==> run_1/class_map.png <==
The bar under the picture is 20 um long. Fill, decap, tap and diode cells in grey.
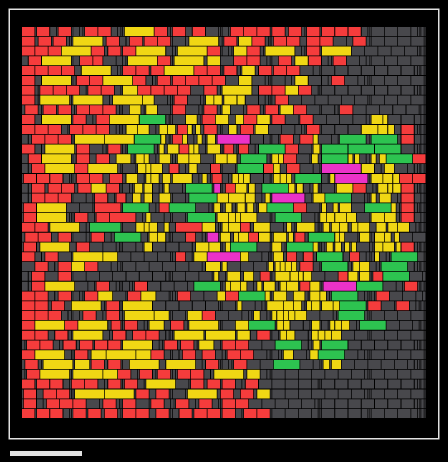
==> run_1/layers.png <==
The bar under the picture is 20 um long.
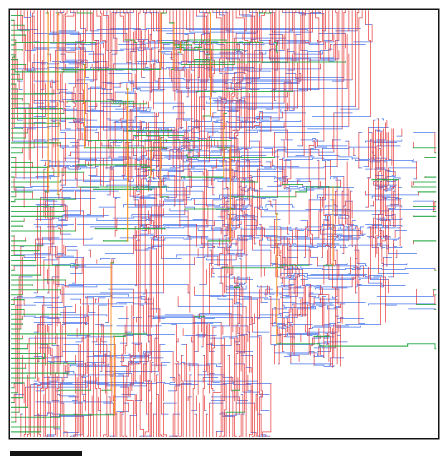
==> run_1/gates.png <==
The bar under the picture is 20 um long.
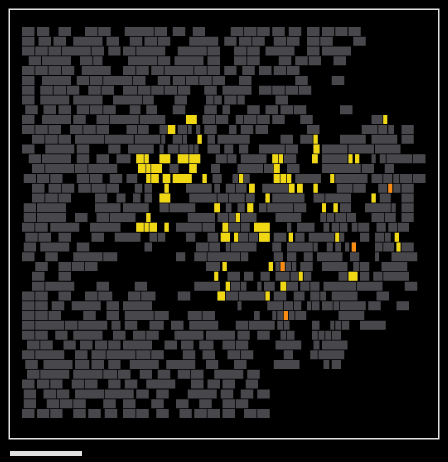
### src/rtl/event_readout_sequencer_if.sv
// FIFO write-port bundle between the event readout sequencer and the readout FIFO.
interface event_readout_sequencer_if;
    logic [15:0] fifo_din;
    logic        fifo_wr_en;
    logic        fifo_afull;

    modport master (output fifo_din, output fifo_wr_en, input fifo_afull);
    modport slave  (input fifo_din, input fifo_wr_en, output fifo_afull);
endinterface

### src/rtl/event_readout_sequencer.sv
// Sequences one coincidence event from the tube channels into the readout FIFO.
// Optional ZERO_SUPPRESS_EN: skip tubes whose hit time is zero (stop word still written).
module event_readout_sequencer #(
    parameter int          NUM_TUBES     = 32,
    parameter int          WINDOW_CYCLES = 256,
    parameter int          CLR_CYCLES    = 11,
    parameter logic [15:0] STOP_WORD     = 16'hFFFF
) (
    input  logic                   clk50,
    input  logic                   rst,
    input  logic                   scin_coin,
    input  logic [8*NUM_TUBES-1:0] tube_data,
    event_readout_sequencer_if.master fifo,
    output logic                   clr,
    output logic                   busy,
    output logic [7:0]             missed_cnt
);

    localparam int WIN_W = (WINDOW_CYCLES > 2) ? $clog2(WINDOW_CYCLES) : 1;
    localparam int IDX_W = ($clog2(NUM_TUBES) > 5) ? $clog2(NUM_TUBES) : 5;
    localparam int CLR_W = $clog2(CLR_CYCLES + 1);

    localparam logic [WIN_W-1:0] WIN_LAST = WIN_W'(WINDOW_CYCLES - 1);
    localparam logic [IDX_W-1:0] IDX_LAST = IDX_W'(NUM_TUBES - 1);
    localparam logic [CLR_W-1:0] CLR_LAST = CLR_W'(CLR_CYCLES);

    typedef enum logic [2:0] {IDLE, WINDOW, READOUT, STOP, CLEAR} state_t;

    state_t           state_q, state_d;
    logic [WIN_W-1:0] win_q, win_d;
    logic [IDX_W-1:0] idx_q, idx_d;
    logic [CLR_W-1:0] clrc_q, clrc_d;
    logic [15:0]      din_q, din_d;
    logic             wr_q, wr_d;
    logic             clr_q, clr_d;
    logic             busy_q, busy_d;
    logic [7:0]       missed_q, missed_d;
    logic [7:0]       slice;

    // Name byte: [7:5] position, [4] A/B half, [3:0] layer 3 or 4.
    function automatic logic [7:0] tube_name(input logic [IDX_W-1:0] i);
        return {i[2:0], i[3], 4'd3 + {3'b000, i[4]}};
    endfunction

    assign slice = tube_data[{idx_q, 3'b000} +: 8];

    // NOTE: every variable gets a default first so no path leaves it unassigned (no latch).
    always_comb begin
        state_d  = state_q;
        win_d    = win_q;
        idx_d    = idx_q;
        clrc_d   = clrc_q;
        din_d    = din_q;
        wr_d     = 1'b0;
        clr_d    = clr_q;
        busy_d   = busy_q;
        missed_d = missed_q;

        if (scin_coin && state_q != IDLE && missed_q != 8'hFF)
            missed_d = missed_q + 8'd1;

        case (state_q)
            IDLE: begin
                if (scin_coin) begin
                    state_d = WINDOW;
                    win_d   = '0;
                    busy_d  = 1'b1;
                end
            end
            WINDOW: begin
                if (win_q == WIN_LAST) begin
                    state_d = READOUT;
                    idx_d   = '0;
                end else begin
                    win_d = win_q + 1'b1;
                end
            end
            READOUT: begin
`ifdef ZERO_SUPPRESS_EN
                // Empty channels advance without a write, whatever the FIFO level.
                if (slice == 8'd0 || !fifo.fifo_afull) begin
                    if (slice != 8'd0) begin
                        din_d = {slice, tube_name(idx_q)};
                        wr_d  = 1'b1;
                    end
                    if (idx_q == IDX_LAST) state_d = STOP;
                    else                   idx_d   = idx_q + 1'b1;
                end
`else
                if (!fifo.fifo_afull) begin
                    din_d = {slice, tube_name(idx_q)};
                    wr_d  = 1'b1;
                    if (idx_q == IDX_LAST) state_d = STOP;
                    else                   idx_d   = idx_q + 1'b1;
                end
`endif
            end
            STOP: begin
                if (!fifo.fifo_afull) begin
                    din_d   = STOP_WORD;
                    wr_d    = 1'b1;
                    state_d = CLEAR;
                    clrc_d  = '0;
                end
            end
            CLEAR: begin
                // clr is raised one cycle after the stop word and held CLR_CYCLES cycles.
                if (clrc_q == CLR_LAST) begin
                    clr_d   = 1'b0;
                    busy_d  = 1'b0;
                    state_d = IDLE;
                end else begin
                    clr_d  = 1'b1;
                    clrc_d = clrc_q + 1'b1;
                end
            end
            default: state_d = IDLE;
        endcase
    end

    // NOTE: sequential state uses non-blocking assignments so all registers update together.
    always_ff @(posedge clk50) begin
        if (rst) begin
            state_q  <= IDLE;
            win_q    <= '0;
            idx_q    <= '0;
            clrc_q   <= '0;
            din_q    <= '0;
            wr_q     <= 1'b0;
            clr_q    <= 1'b0;
            busy_q   <= 1'b0;
            missed_q <= '0;
        end else begin
            state_q  <= state_d;
            win_q    <= win_d;
            idx_q    <= idx_d;
            clrc_q   <= clrc_d;
            din_q    <= din_d;
            wr_q     <= wr_d;
            clr_q    <= clr_d;
            busy_q   <= busy_d;
            missed_q <= missed_d;
        end
    end

    assign fifo.fifo_din   = din_q;
    assign fifo.fifo_wr_en = wr_q;
    assign clr             = clr_q;
    assign busy            = busy_q;
    assign missed_cnt      = missed_q;

endmodule

### src/flat_wrapper.sv
// flat-port wrapper written by rule: the top's interface ports become plain ports
module event_readout_sequencer_flat 
#(
    parameter int          NUM_TUBES     = 32,
    parameter int          WINDOW_CYCLES = 256,
    parameter int          CLR_CYCLES    = 11,
    parameter logic [15:0] STOP_WORD     = 16'hFFFF
)
  (clk50, rst, scin_coin, tube_data, clr, busy, missed_cnt, fifo_fifo_din, fifo_fifo_wr_en, fifo_fifo_afull);
  event_readout_sequencer_if fifo_i ();
  input  logic clk50;
  input  logic rst;
  input  logic scin_coin;
  input  logic [8*NUM_TUBES-1:0] tube_data;
  output logic clr;
  output logic busy;
  output logic [7:0] missed_cnt;
  output wire logic [$bits(fifo_i.fifo_din)-1:0] fifo_fifo_din;
  output wire logic [$bits(fifo_i.fifo_wr_en)-1:0] fifo_fifo_wr_en;
  input wire logic [$bits(fifo_i.fifo_afull)-1:0] fifo_fifo_afull;
  assign fifo_fifo_din = fifo_i.fifo_din;
  assign fifo_fifo_wr_en = fifo_i.fifo_wr_en;
  assign fifo_i.fifo_afull = fifo_fifo_afull;
  event_readout_sequencer #(.NUM_TUBES(NUM_TUBES), .WINDOW_CYCLES(WINDOW_CYCLES), .CLR_CYCLES(CLR_CYCLES), .STOP_WORD(STOP_WORD)) u_core (.clk50(clk50), .rst(rst), .scin_coin(scin_coin), .tube_data(tube_data), .fifo(fifo_i), .clr(clr), .busy(busy), .missed_cnt(missed_cnt));
endmodule
### config.mk
export PLATFORM = sky130hd
export DESIGN_NAME = event_readout_sequencer_flat
export DESIGN_NICKNAME = d
export VERILOG_FILES = /design/src/rtl/event_readout_sequencer_if.sv /design/src/rtl/event_readout_sequencer.sv /design/src/flat_wrapper.sv
export SDC_FILE = /design/constraint.sdc
export NUM_CORES = 1
export LEC_CHECK = 0
export CORE_MARGIN = 3
export CORE_UTILIZATION = 32
export DETAILED_ROUTE_END_ITERATION = 8
export PLACE_DENSITY = 0.78
export SYNTH_ARGS = -nofsm -noshare
export SYNTH_HDL_FRONTEND = slang
export SYNTH_SLANG_ARGS = --single-unit
### constraint.sdc
create_clock -name clk50 -period 2.1 [get_ports clk50]
set_clock_uncertainty 0.05 [all_clocks]
set_input_delay 0.21 -clock clk50 [delete_from_list [all_inputs] [get_ports clk50]]
set_output_delay 0.21 -clock clk50 [all_outputs]
set_load 0.01 [all_outputs]
==> results.py, run 1 <==
# Flow results
metrics = {
    "status": {
        "status": "finished, final reports clean",
    },
    "clock_network": {
        "cts_made_buffers": 5,
        "cts_tree": "yes",
        "root_buffer": "clkbuf_16",
        "insertion_delay_ps": 290,
        "cts.sinks": 46,
        "path_clk_slew_ps": 60,
    },
    "setup_path": {
        "path_class": "register to register",
        "cp_slowest_cell": "mux4_2",
        "worstPathMaxFanout": 24,
        "cp-endpoint": "u_core.fifo.fifo_din[10]$_SDFFE_PP0P_",
        "rr_startpoint": "u_core.idx_q[1]$_SDFFE_PP0P_",
        "rrSetupSlack_ps": 140,
        "critPathMaxStageDelay_ps": 540,
        "crit_arrival_ps": 2080,
        "path_cells": "buf_12 > mux4_2 > a22o_1 > nor4b_2 > buf_4 > nor4_1",
        "cp_top_family": "multiplexers",
        "critical_path.startpoint_type": "register",
    },
    "logic_synthesis": {
        "top_area_cell": "mux4_2",
        "ys_cells": 391,
        "top_cell_area_share": 0.304,
        "synthArstFlopShare": 0,
        "ys_types": 49,
        "syn_inst": 391,
        "ys.warnings.count": 0,
        "top_cells_by_area": "mux4_2 (30%), dfxtp_1 (23%), mux2i_1 (5.7%)",
        "avgSynthCellArea_um2": 10.4,
    },
    "sta": {
        "fmax_ghz": 0.510,
        "tightest_slew_ps": 631,
        "period_used_share": 0.935,
        "setup_tns_ps": 0,
    },
    "placed_design": {
        "dp_hpwl_mm": 15.7,
        "placed_cell_area_um2": 7230,
        "io_buffers": 286,
    },
    "route": {
        "routed_wl_mm": 18.2,
        "routedWlPerCell_um": 21.5,
        "drtIter0Drc": 328,
        "antenna_left": 0,
        "vias": 4664,
    },
    "finish": {
        "top_area_cell_class": "non-clock buffers",
        "seq_share": 0.125,
        "comb_cells": 306,
        "n_all_buffers": 315,
        "final.fill_count": 1048,
        "n_all_inverters": 4,
        "clock_buffers": 5,
        "combGateArea_um2": 2970,
        "syn_to_final_growth_pct": 81.9,
        "drive_gt1_frac": 0.172,
    },
    "pwr": {
        "p_leak_uw": 0.00248,
        "pg_comb_uw": 703,
        "pg_seq_uw": 884,
        "seq_power_share": 0.354,
        "p_int_uw": 1980,
        "comb_power_share": 0.281,
        "swShare": 0.208,
    },
    "floorplan": {
        "coreArea_um2": 12200,
        "die_w_um": 119,
        "initial_core_util": 0.334,
        "io_pins": 287,
        "num_rows": 40,
        "tap_cells": 168,
        "die_h_um": 119,
    },
    "hold_path": {
        "hold_depth": 2,
        "holdPathEnd": "u_core.win_q[1]$_SDFFE_PP0P_",
    },
    "grt": {
        "antenna_found_initial": 0,
        "grt_usage": 0.247,
        "overflow": 0,
    },
}
Back to the opening pictures, class_map.png:
colour	class	cells	share of their area
red	remaining buffers and delay cells	315	43%
magenta	clock drivers and dummy loads	8	2.3%
yellow	remaining logic cells	310	41%
green	sequential cells	46	13%

Back to the opening pictures, layers.png:
colour	layer	wire length
green	M3	1,340 um
blue	M1	6,730 um
orange	M4	407 um
red	M2	9,760 um

Back to the opening pictures, gates.png:
colour	family	cells	most used
yellow	nor cells	67	nor2_1
orange	inv cells	4	inv_1

==> run 1: state kept, by name, summed over array words and instances (netlist names) <==
| name | count |
|---|---|
| u_core.win_q | 8 |
| u_core.fifo.fifo_din | 15 |
| u_core.clrc_q | 4 |
| u_core.clr | 1 |
| u_core.state_q | 3 |
| u_core.idx_q | 5 |
| u_core.missed_cnt | 8 |
| u_core.busy | 1 |
| u_core.fifo.fifo_wr_en | 1 |
==> run 1: layer usage <==
| metal | routed length, um | part of all wire | up-vias | GRT usage |
|---|---|---|---|---|
| met5 | 0 | 0 | - | 0 |
| met4 | 407 | 0.022 | 0 | 0.0623 |
| met3 | 1340 | 0.073 | 33 | 0.0565 |
| met2 | 9760 | 0.54 | 217 | 0.462 |
| met1 | 6730 | 0.37 | 2271 | 0.282 |
| li1 | - | - | 2143 | - |
==> run 1: placed cells by master, fill, tap and decap left out, types with 9 or more instances in the layout <==
cell             netlist  layout
nand3_1                9       9
nand2_1               22      22
dfxtp_1               46      43
nor2_1                34      34
clkdlybuf4s50_1        0     286
mux4_2                55      55
mux2_2                14      14
o22ai_1               15      15
buf_4                  3      26
a21oi_1               15      15
mux2i_1               23      23
nor3_1                13      13
==> run 1: kinds of logic after synthesis <==
kind of cell,count (synthesis),synth area share
AND-OR/OR-AND,69,0.118
buffers and inverters,39,0.0476
XOR/XNOR,10,0.0215
multiplexers,92,0.399
AND/OR/NAND/NOR,130,0.172
flip-flops,46,0.226
adder cells (fa/ha/maj),5,0.0154
==> run 1: what timing repair did <==
| item | in CTS | in global routing |
|---|---|---|
| endpoints found under the hold margin | 0 | 0 |
| setup buffers | 0 | 0 |
| setup endpoints to repair | 0 | 1 |
| resized | 0 | 1 |
| hold buffers | 0 | 0 |
==> run_1/m4.png <==
The bar under the picture is 20 um long.
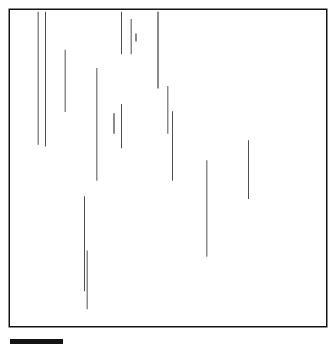

## Run 2: what changed since run 1
- ABC_AREA: unset -> 1
- CORE_UTILIZATION: 32 -> 37
- PLACE_DENSITY: 0.78 -> 0.8
==> run_2/m4.png <==
The bar under the picture is 50 um long.
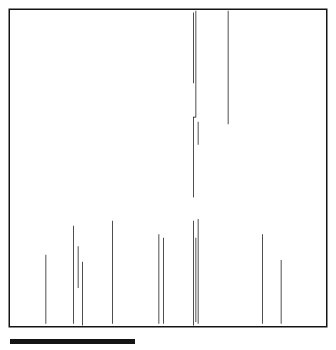
longest straight run	44.9 um
main direction	vertical
share of all routed wire	2.5%
nets with wire on the layer	16

==> run_2/class_map.png <==
The bar under the picture is 50 um long. Fill, decap, tap and diode cells in grey.
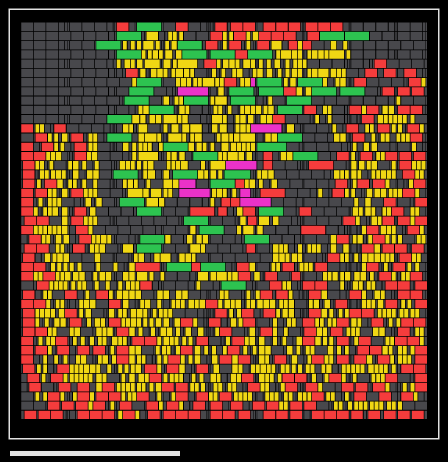
colour	class	cells	share of their area
green	sequential cells	46	11%
magenta	clock drivers and dummy loads	8	1.9%
red	remaining buffers and delay cells	303	37%
yellow	remaining logic cells	920	49%

==> run 2 against run 1 <==
Against the previous run:
- design area rose by 13%
- global-route usage rose by 2.3 points
- die size rose by 12%
- count of clock-buffer cells in the layout rose by 2
- register-to-register slack improved by 50 ps
- power rose by 92%
- utilization fell by 0.84 points
- worst hold slack got worse by 19 ps
- via count rose by 54%
==> results.py, run 2 <==
# Flow results
metrics = {
    "finish": {
        "drive_gt1_frac": 0.0462,
        "largest_reg_flops": 15,
        "syn_to_final_growth_pct": 57.2,
        "insertedDiodeCount": 0,
        "final_layout_top_logic_cell": "nand2_1",
        "final_util": 0.598,
        "lay_top_cells": "nand2_1 (412), clkdlybuf4s50_1 (286), nand3_1 (191)",
        "final.fill_count": 1361,
    },
    "sta": {
        "fmax_ghz": 0.524,
        "tightest_slew_ps": 605,
        "period_used_share": 0.909,
        "setup_tns_ps": 0,
    },
    "floorplan": {
        "io_pins": 287,
        "die_w_um": 126,
        "die_h_um": 126,
        "num_rows": 43,
        "coreArea_um2": 14000,
        "initial_core_util": 0.381,
    },
    "pwr": {
        "p_leak_uw": 0.00410,
    },
    "logic_synthesis": {
        "logic_family": "simple AND/OR/NAND/NOR gates",
        "yosys.area_share.simple": 0.545,
        "top_cells_by_area": "nand2_1 (29%), nand3_1 (18%), dfxtp_1 (17%)",
        "avgSynthCellArea_um2": 5.18,
        "yosys.area_share.aoi": 0.0738,
        "mux_area_frac": 0,
        "ys_sh_adder": 0.0118,
        "synthArstFlopShare": 0,
        "top_cell_area_share": 0.290,
        "syn_inst": 1028,
        "ys_types": 38,
        "ys_cells": 1028,
        "ys.warnings.count": 0,
        "top_area_cell": "nand2_1",
        "synth.most_common_cell": "nand2_1",
        "xor_area_frac": 0.00823,
    },
    "grt": {
        "use_met1": 0.373,
        "overflow": 0,
        "grt_usage": 0.270,
        "grt_util_met2": 0.454,
        "busiest_layer": "met2",
        "antenna_found_initial": 0,
        "met3_usage": 0.0339,
    },
    "setup_path": {
        "crit_arrival_ps": 2020,
        "cp_top_family": "simple AND/OR/NAND/NOR gates",
        "path_cells": "buf_12 > nand2_1 > nand3_1 > nand3_1 > nand3_1 > nand3_1 > nand2_1 > a21oi_2",
        "cp_slowest_cell": "dfxtp_4",
        "critPathMaxStageDelay_ps": 430,
        "worstPathMaxFanout": 124,
        "critical_path.startpoint_type": "register",
        "path_class": "register to register",
    },
    "route": {
        "vias": 7165,
        "met2_length_mm": 10.5,
        "highest_layer": "met4",
        "wl_met1_mm": 9.63,
        "drtIter0Drc": 573,
        "drt-vias-per-instance": 4.92,
        "routedWlPerCell_um": 15.3,
        "antenna_left": 0,
        "routed_wl_mm": 22.3,
        "route.met3.wl_mm": 1.64,
    },
    "placed_design": {
        "gp_congestion": 0.897,
        "pre_cts_ws_ps": 173,
        "io_buffers": 286,
        "dp_hpwl_mm": 17.3,
    },
    "clock_network": {
        "path_clk_slew_ps": 60,
        "cts_made_buffers": 5,
        "cts_tree": "yes",
        "cts_resized": 0,
        "hold_buffers": 0,
        "cts.sinks": 46,
        "insertion_delay_ps": 290,
        "post-cts-setup-buffers": 0,
        "root_buffer": "clkbuf_16",
    },
    "status": {
        "status": "finished, final reports clean",
    },
}
==> run_2/layers.png <==
The bar under the picture is 50 um long.
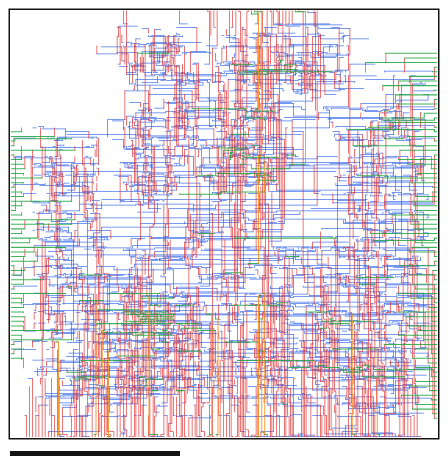
colour	layer	wire length
blue	M1	9,630 um
green	M3	1,640 um
orange	M4	551 um
red	M2	10,500 um

==> run 2: netlist changes by cell type in the layout (fill, tap and decap cells not counted), sizes merged, moves of 14 or more <==
| cell | change |
|---|---|
| nand2 | +394 |
| a21oi | +20 |
| o21ai | +25 |
| o22ai | -14 |
| mux4 | -55 |
| inv | +156 |
| mux2 | -14 |
| mux2i | -23 |
| nand3 | +185 |
==> run 2: worst paths after layout <==
path,end,start,slack [ps],cells past startpoint
worst max-delay path,u_core.fifo.fifo_din[13]$_SDFFE_PP0P_,u_core.idx_q[0]$_SDFFE_PP0P_,190,8
worst min-delay path,u_core.busy$_SDFFE_PP0P_,u_core.busy$_SDFFE_PP0P_,410,2
worst max register to register,u_core.fifo.fifo_din[13]$_SDFFE_PP0P_,u_core.idx_q[0]$_SDFFE_PP0P_,190,8
worst min register to register,u_core.busy$_SDFFE_PP0P_,u_core.busy$_SDFFE_PP0P_,410,2
==> run 2: per-stage QoR <==
| stage | cell area [um^2] | instances | total power, uW | hold slack, ps |
|---|---|---|---|---|
| finish | 8370 | 1457 | 4800 | 408 |
| global route | 8370 | 1457 | 5190 | 445 |
| CTS | 8370 | 1457 | 4790 | 414 |
| detailed placement | 8220 | 1449 | 3980 | 406 |
| global placement | 8220 | 1449 | 3950 | 390 |
| floorplan | 5320 | 1028 | 3000 | 407 |
==> run 2: power by group <==
group / leakage (uW) / total [uW] / internal [uW] / switching, uW
registers: 0.000374 / 1130 / 988 / 141
clock network: 0.0000745 / 819 / 479 / 340
logic: 0.00365 / 2850 / 1210 / 1640
==> run 2: area by class of cell <==
class,count,area [um^2],share of cell area
clock buffers,7,143,0.0170
repair buffers,303,3050,0.365
multi-input cells,758,3400,0.407
clock inverters,1,8.76,0.00105
flip-flops and latches,46,926,0.111
inverters,162,612,0.0731
well taps,180,225,0.0269
Power and IR drop assume default switching activity.
